--- config.mk ---
export PLATFORM = sky130hd
export DESIGN_NAME = execute_button_conditioner_flat
export DESIGN_NICKNAME = d
export VERILOG_FILES = /design/src/rtl/processor_debug_pkg.sv /design/src/rtl/execute_button_conditioner_if.sv /design/src/rtl/bit_synchronizer.sv /design/src/rtl/execute_button_conditioner.sv /design/src/flat_wrapper.sv
export SDC_FILE = /design/constraint.sdc
export NUM_CORES = 1
export LEC_CHECK = 0
export ABC_CLOCK_PERIOD_IN_PS = 3900
export CAP_MARGIN = 20
export CELL_PAD_IN_SITES_DETAIL_PLACEMENT = 1
export CELL_PAD_IN_SITES_GLOBAL_PLACEMENT = 2
export CORE_MARGIN = 8
export CORE_UTILIZATION = 37
export CTS_CLUSTER_SIZE = 24
export DETAILED_ROUTE_END_ITERATION = 10
export HOLD_SLACK_MARGIN = 0.08
export PLACE_DENSITY_LB_ADDON = 0.05
export SYNTH_ARGS = -nofsm -noshare
export SYNTH_HDL_FRONTEND = slang
export SYNTH_SLANG_ARGS = --single-unit
--- constraint.sdc ---
create_clock -name Clk -period 3.9 [get_ports Clk]
set_clock_uncertainty 0.2 [all_clocks]
set_input_delay 0.78 -clock Clk [delete_from_list [all_inputs] [get_ports Clk]]
set_output_delay 0.78 -clock Clk [all_outputs]
set_load 0.01 [all_outputs]
--- src/rtl/processor_debug_pkg.sv ---
// Shared types and widths for the processor debugger front-end conditioners.
package processor_debug_pkg;

    localparam int PRESS_COUNT_W = 8;

    typedef enum logic [1:0] {
        IDLE         = 2'd0,
        PRESS_WAIT   = 2'd1,
        HELD         = 2'd2,
        RELEASE_WAIT = 2'd3
    } btn_state_t;

endpackage

--- src/rtl/execute_button_conditioner_if.sv ---
// Button-side signals of the execute conditioner: raw button in, conditioned strobe/level/count out.
interface execute_button_conditioner_if;
    import processor_debug_pkg::*;

    logic                     buttonIn;
    logic                     pulseOut;
    logic                     buttonLevel;
    logic [PRESS_COUNT_W-1:0] pressCount;

    modport master (output buttonIn, input pulseOut, input buttonLevel, input pressCount);
    modport slave  (input buttonIn, output pulseOut, output buttonLevel, output pressCount);

endinterface

--- src/rtl/bit_synchronizer.sv ---
// Two-flop synchronizer for a single asynchronous input, async active-high reset to 0.
module bit_synchronizer (
    input  logic Clk,
    input  logic Rst,
    input  logic d,
    output logic q
);

    logic meta;

    always_ff @(posedge Clk or posedge Rst) begin
        if (Rst) begin
            meta <= 1'b0;
            q    <= 1'b0;
        end else begin
            // NOTE: non-blocking assignments keep this a true two-stage shift; blocking would collapse it to one flop.
            meta <= d;
            q    <= meta;
        end
    end

endmodule

--- src/rtl/execute_button_conditioner.sv ---
// Execute push-button conditioner: synchronize, debounce, one pulse per press, wrapping press counter.
// Optional auto-repeat while held is enabled by defining BUTTON_AUTOREPEAT_EN.
module execute_button_conditioner
    import processor_debug_pkg::*;
#(
    parameter int unsigned DEBOUNCE_CYCLES = 3,
    parameter bit          ACTIVE_LOW      = 1'b0,
    parameter int unsigned REPEAT_DELAY    = 50,
    parameter int unsigned REPEAT_PERIOD   = 10
) (
    input  logic                         Clk,
    input  logic                         Rst,
    execute_button_conditioner_if.slave  btn
);

    localparam logic [7:0] CNT_LAST = 8'(DEBOUNCE_CYCLES - 1);

    // Reject out-of-range configurations at elaboration time.
    if (DEBOUNCE_CYCLES < 1 || DEBOUNCE_CYCLES > 255 || REPEAT_DELAY < 1 || REPEAT_PERIOD < 1) begin : g_bad_cfg
        $error("execute_button_conditioner: illegal parameter value");
    end

    logic                     rawIn;
    logic                     syncIn;
    btn_state_t               state;
    logic [7:0]               cnt;
    logic                     pulse_q;
    logic                     level_q;
    logic [PRESS_COUNT_W-1:0] count_q;

    assign rawIn = ACTIVE_LOW ? ~btn.buttonIn : btn.buttonIn;

    bit_synchronizer u_sync (
        .Clk (Clk),
        .Rst (Rst),
        .d   (rawIn),
        .q   (syncIn)
    );

`ifdef BUTTON_AUTOREPEAT_EN
    localparam logic [15:0] RPT_DELAY_LAST  = 16'(REPEAT_DELAY - 1);
    localparam logic [15:0] RPT_PERIOD_LAST = 16'(REPEAT_PERIOD - 1);

    logic [15:0] rpt_cnt;
    logic        rpt_periodic;  // 0 while waiting out the initial delay, 1 once repeating
`endif

    always_ff @(posedge Clk or posedge Rst) begin
        if (Rst) begin
            state   <= IDLE;
            cnt     <= '0;
            pulse_q <= 1'b0;
            level_q <= 1'b0;
            count_q <= '0;
`ifdef BUTTON_AUTOREPEAT_EN
            rpt_cnt      <= '0;
            rpt_periodic <= 1'b0;
`endif
        end else begin
            pulse_q <= 1'b0;
            case (state)
                IDLE: begin
                    if (syncIn) begin
                        state <= PRESS_WAIT;
                        cnt   <= '0;
                    end
                end
                PRESS_WAIT: begin
                    if (!syncIn) begin
                        state <= IDLE;
                        cnt   <= '0;
                    end else if (cnt == CNT_LAST) begin
                        state   <= HELD;
                        cnt     <= '0;
                        pulse_q <= 1'b1;
                        level_q <= 1'b1;
                        count_q <= count_q + 1'b1;
                    end else begin
                        cnt <= cnt + 1'b1;
                    end
                end
                HELD: begin
                    if (!syncIn) begin
                        state <= RELEASE_WAIT;
                        cnt   <= '0;
`ifdef BUTTON_AUTOREPEAT_EN
                        rpt_cnt      <= '0;
                        rpt_periodic <= 1'b0;
                    end else if (rpt_cnt == (rpt_periodic ? RPT_PERIOD_LAST : RPT_DELAY_LAST)) begin
                        rpt_cnt      <= '0;
                        rpt_periodic <= 1'b1;
                        pulse_q      <= 1'b1;
                        count_q      <= count_q + 1'b1;
                    end else begin
                        rpt_cnt <= rpt_cnt + 1'b1;
`endif
                    end
                end
                RELEASE_WAIT: begin
                    // A bounce back high resumes HELD silently; the press was already counted.
                    if (syncIn) begin
                        state <= HELD;
                        cnt   <= '0;
                    end else if (cnt == CNT_LAST) begin
                        state   <= IDLE;
                        cnt     <= '0;
                        level_q <= 1'b0;
                    end else begin
                        cnt <= cnt + 1'b1;
                    end
                end
                default: begin
                    state <= IDLE;
                    cnt   <= '0;
                end
            endcase
        end
    end

    assign btn.pulseOut    = pulse_q;
    assign btn.buttonLevel = level_q;
    assign btn.pressCount  = count_q;

endmodule

--- src/flat_wrapper.sv ---
// flat-port wrapper written by rule: the top's interface ports become plain ports
module execute_button_conditioner_flat import processor_debug_pkg::*;
#(
    parameter int unsigned DEBOUNCE_CYCLES = 3,
    parameter bit          ACTIVE_LOW      = 1'b0,
    parameter int unsigned REPEAT_DELAY    = 50,
    parameter int unsigned REPEAT_PERIOD   = 10
)
  (Clk, Rst, btn_buttonIn, btn_pulseOut, btn_buttonLevel, btn_pressCount);
  execute_button_conditioner_if btn_i ();
  input  logic Clk;
  input  logic Rst;
  input wire logic [$bits(btn_i.buttonIn)-1:0] btn_buttonIn;
  output wire logic [$bits(btn_i.pulseOut)-1:0] btn_pulseOut;
  output wire logic [$bits(btn_i.buttonLevel)-1:0] btn_buttonLevel;
  output wire logic [$bits(btn_i.pressCount)-1:0] btn_pressCount;
  assign btn_i.buttonIn = btn_buttonIn;
  assign btn_pulseOut = btn_i.pulseOut;
  assign btn_buttonLevel = btn_i.buttonLevel;
  assign btn_pressCount = btn_i.pressCount;
  execute_button_conditioner #(.DEBOUNCE_CYCLES(DEBOUNCE_CYCLES), .ACTIVE_LOW(ACTIVE_LOW), .REPEAT_DELAY(REPEAT_DELAY), .REPEAT_PERIOD(REPEAT_PERIOD)) u_core (.Clk(Clk), .Rst(Rst), .btn(btn_i));
endmodule
Fig. 1: routed metal, one color a layer
Two of the layers only.
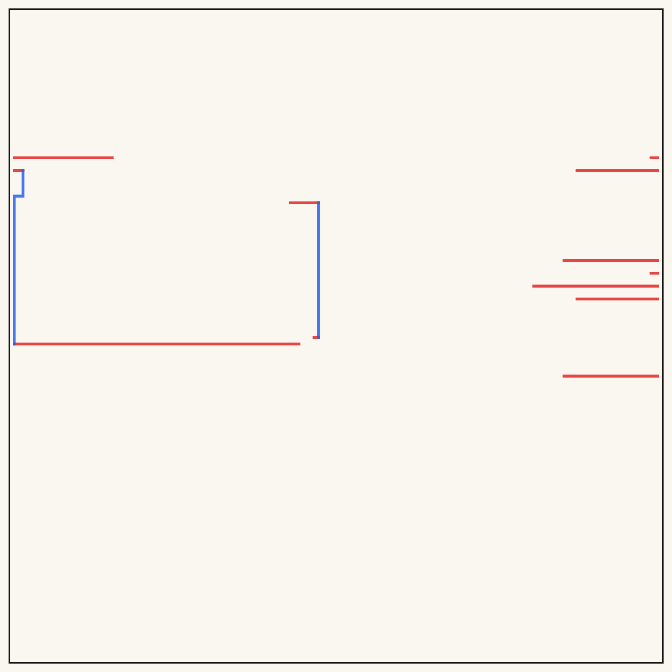
- met3: red (wire length 95.9 um)
- met4: blue (wire length 33.6 um)

Fig. 2: nets reached from selected ports
The bar under the picture is 20 um long.
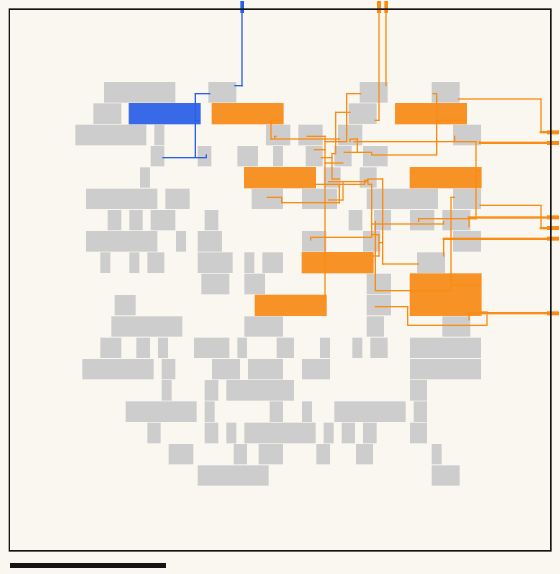
- btn_buttonLevel: blue (bits 1; direction output; end cells 1; wire 26.7 um)
- btn_pressCount: orange (bits 8; direction output; end cells 8; wire 352 um)
I/O pins: 13
Port-buffer cells: 12

==> run summary <==
run metrics: yosys cell count=95, Cell Area, Synth=1040 um^2, status=completed, flop count=22, Worst Path Max Fanout=6, Synth Instances=95, sw frac=0.362, Worst setup EP type=output port, first drt pass iteration count=4, worst r2r path cells=5, most numerous logic cell after layout=dfrtp_1, DP HPWL=1610 um, sequential power=307 uW, switching power=228 uW, count of cell types in the netlist=28, crit path time final=2330 ps, clk ins delay skew pair=310 ps, YS chip area=1040 um^2, flop share of the area=0.451, post-synthesis sequential area ratio=0.529, dominant power group=registers, Layout clock area frac=0.0297, combinational power share=0.310, Clock group=126 uW, worst vdd ir=0.379 mV, # Taps=31, Compound Share, Synth=0.108, worst r2r src=u_core.cnt[0], Setup crit end=btn_pressCount[0], final total power=628 uW, power per standard cell area=515 nW/um^2, Post-synth ARST share=1.00, Top delay family on crit path=buffers and inverters, total CTS buffers=3, effective utilization at floorplan=0.384, drt drc=0, yosys xor share=0.0842, RSZ-0062 raised after global routing=false, comb_multi_in=67, largest net degree at the start of global routing=23, share of cells above drive strength 1=0.101, GRT overflow=0, worst reg2reg setup slack=1750 ps, hold buffers post-CTS=0, synth cell count leaders=dfrtp_1 (22), nand2_1 (10), o21ai_0 (7), xnor2_1 (7), nand3_1 (6), CP Cell Sequence=clkdlybuf4s50_1, Ant. Diodes=0, DR top layer=met4, Pins Over Slew Limit=0, Final Hold Fails=0, count leader, synth=dfrtp_1, WP buf/inv=1, total negative slack=0 ps, Rows=19, simple-gate share of the synthesized area=0.202, CTS Sinks=22, global-route wire length before repair=4000 um, clock buffer depth=2, main flop type=dfrtp_1, Fmax achieved=0.429 GHz, post-CTS setup buffer count=0, Comb area share=0.376, Comb area=459 um^2, Synth Area per Inst=10.9 um^2, Avg WL per Cell=15.6 um, vias in the first global route=807, count of library flops with an enable pin=0, Area leader share=0.529, min-delay worst type=reg2reg, CTS H-tree lvls=1, initial drt markers=10, yosys warning tally=0, pre-CTS setup slack=1770 ps, top cell category=sequential cells, Largest stage delay, worst path=580 ps, CTS tree=built, sequential cell area=551 um^2, clock slew at reported path FFs=120 ps, reg-to-reg endpoint=u_core.btn.pressCount[1], Final period util=0.598, post-synth top area cell=dfrtp_1, Top cells by area=dfrtp_1 (53%), xnor2_1 (5.9%), ha_1 (3.6%), WP data arrival=1350 ps, Reg power frac=0.489, Routability Congestion=0.724, Clock Buffer Count=4, fin cells=140, Final Instance Area=1220 um^2, Final Worst Setup Slack=1570 ps, Registers, synthesis=22, M1 GR Usage=0.129, post-CTS resize count=0, met2 Track Usage GR=0.149, area fraction in mux cells=0.0108, via density per instance=5.34, Crit. Startpoint=u_core.btn.pressCount[0], Synth Area in Adders=0.0361, Clock power frac=0.201, chip area=4760 um^2, OpenROAD warning count=27, metal2 WL=958 um, DP Area=1180 um^2, grt peak-use layer=met2, nets@finish=116, buffering overhead=0.0985, Metal-1 WL=1100 um, max-cap violations=0, Die Height=69.0 um, combinational power=195 uW, Fill cells=310, Die X=69.0 um, Max-slew headroom=0.427, overall routing resource usage=0.0985, P&R area growth vs syn=17.3%, most numerous logic cells after layout=dfrtp_1 (22), clkdlybuf4s50_1 (12), nand2_1 (10), Hold Worst Slack=168 ps, Mapped Nets=101, Non-clk invs=4, Main logic family=simple AND/OR/NAND/NOR gates, Setup CP Type=reg2out, slowest cell on the critical path=clkdlybuf4s50_1, Worst Path Required=2920 ps, Core ar.=2710 um^2, Levels on crit path=1, Signal buffers=12, initial antenna violation count=0, setup violators final=0, Worst Tran Pin Value=859 ps, internal power=400 uW, met3 wire len=95 um, Placed Cells=136, Util after Layout=0.450, Leakage=0.000530 uW, Worst setup SP type=flip-flop
Fig. 3: met3 routing
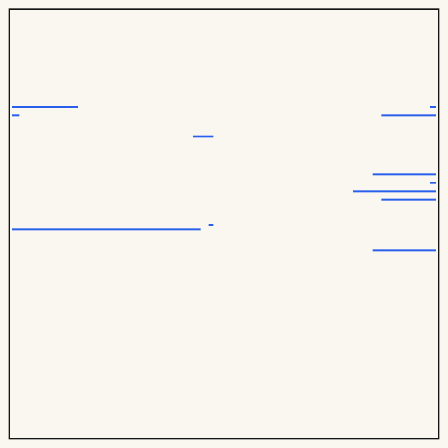
- nets with wire on the layer: 10
- share of all routed wire: 4.4%
- main direction: horizontal
met3 usage: 0.0258
Routed WL: 2180 um
DR vias: 748

sequential cells by signal (all words and copies together), names as in the netlist, named ones only:
signal	count
u_core.btn.buttonLevel	1
u_core.btn.pressCount	8
u_core.btn.pulseOut	1
u_core.cnt	8
u_core.state	1
u_core.u_sync.meta	1
u_core.u_sync.q	1
worst min path at each step:
stage | cells after the start | start | to | slack, ps
floorplan | 0 | u_core.u_sync.meta | u_core.u_sync.q | 130
global placement | 0 | u_core.u_sync.meta | u_core.u_sync.q | 140
detailed placement | 0 | u_core.u_sync.meta | u_core.u_sync.q | 150
CTS | 0 | u_core.u_sync.meta | u_core.u_sync.q | 180
global route | 0 | u_core.u_sync.meta | u_core.u_sync.q | 190
finish | 0 | u_core.u_sync.meta | u_core.u_sync.q | 170
Power figures rest on the tool's default switching activity, not on a simulated workload.
